==> config.mk <==
export PLATFORM = sky130hd
export DESIGN_NAME = m10_pll_scan_ctrl
export DESIGN_NICKNAME = d
export VERILOG_FILES = /design/src/rtl/m10_pll_scan_pkg.sv /design/src/rtl/m10_pll_scan_timeout.sv /design/src/rtl/m10_pll_scan_ctrl.sv
export SDC_FILE = /design/constraint.sdc
export NUM_CORES = 1
export LEC_CHECK = 0
export CORE_MARGIN = 2
export CORE_UTILIZATION = 40
export CTS_CLUSTER_DIAMETER = 100
export DETAILED_ROUTE_END_ITERATION = 10
export MAX_ROUTING_LAYER = met4
export PLACE_DENSITY = 0.66
export RECOVER_POWER = 50
export SLEW_MARGIN = 30
export SYNTH_ARGS = -nofsm -noshare
export SYNTH_HDL_FRONTEND = slang
export SYNTH_HIERARCHICAL = 1
export SYNTH_SLANG_ARGS = --single-unit
==> constraint.sdc <==
create_clock -name clock -period 2 [get_ports clock]
set_input_delay 0.2 -clock clock [delete_from_list [all_inputs] [get_ports clock]]
set_output_delay 0.2 -clock clock [all_outputs]
set_load 0.05 [all_outputs]
Routed clock nets over the placement:
(6 px per µm)
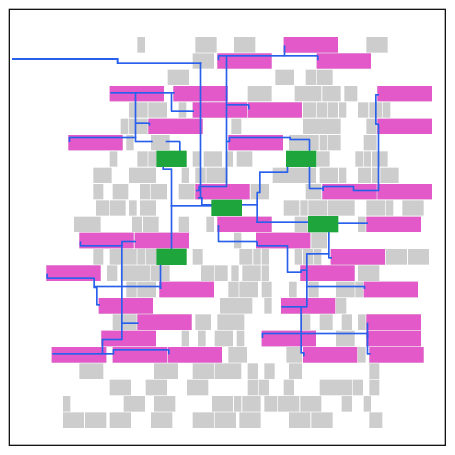
Key: green = clock drivers [count 5]; blue = clock wires [length 453 µm]; magenta = flip-flops [count 37]
Position of the flops: spread over the die. There are 6 routed clock nets.
Clock Skew: 0.0107 ns
Clock power frac: 17.5%
Insertion Delay late pin: 0.28 ns
Clock net power: 0.589 mW

Gate families picked out:
(4 px per µm)
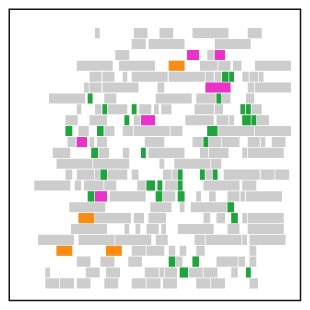
Key: green = NAND gates [cells 33, most used nand2_1]; magenta = AND-OR and OR-AND gates [cells 6]; orange = multiplexers [cells 4, most used mux2_1]
Layout Cells excl Fill: 264
most frequent logic cell in the layout: dfrtp_1
Comb/total area: 38.2%

Clock routing:
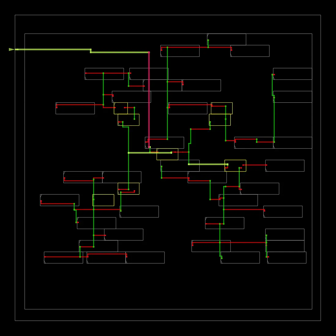
Seq cells: 37
clk_buf instances: 7
cts bufs inserted: 5
clk sinks: 37

Routed metal, one colour a layer:
(4 px per µm)
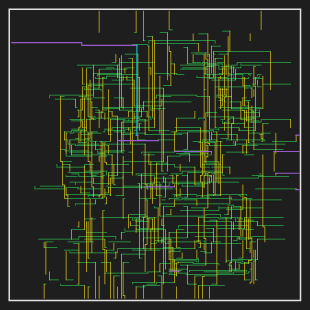
Key: yellow = metal 2 [wire length 1740 µm]; purple = metal 3 [wire length 74.0 µm]; cyan = metal 4 [wire length 22.4 µm]; green = metal 1 [wire length 1920 µm]
final WL: 3760 µm
drt wl/cell: 14.2 µm
Total Routing Usage GR: 16.4%

==> reports/qor.yml <==
status: "finished, final reports clean"
worst-setup-path-type: "reg -> out"
startpoint_type: "register"
ys_warn_count: 6
aoi_share_pct: 13.2
wl_met1_um: 1920
pg_comb_mw: 1.51
cp_num_buf_inv: 1
drive_above_1_share_pct: 9.43
largest_area_cell: "dfrtp_1"
slew_headroom_pct: 47.0
fin_setup_tns_ns: 0
die_h_um: 72.4
wl_met2_um: 1740
slowest_delay_ns: 0.86
top_cells_by_area: "dfrtp_1, nand2_1, ha_1, nand3_1, nor2_1"
syn_nets: 196
synth-async-reset-ratio_pct: 100
path_depth: 1
drt-initial-drc-count: 75
drc: 0
synth_top_cell_by_count: "dfrtp_1"
drt_first_pass_iters: 4
ctsHoldBuffers: 1
Power figures rest on the tool's default switching activity, not on a simulated workload.
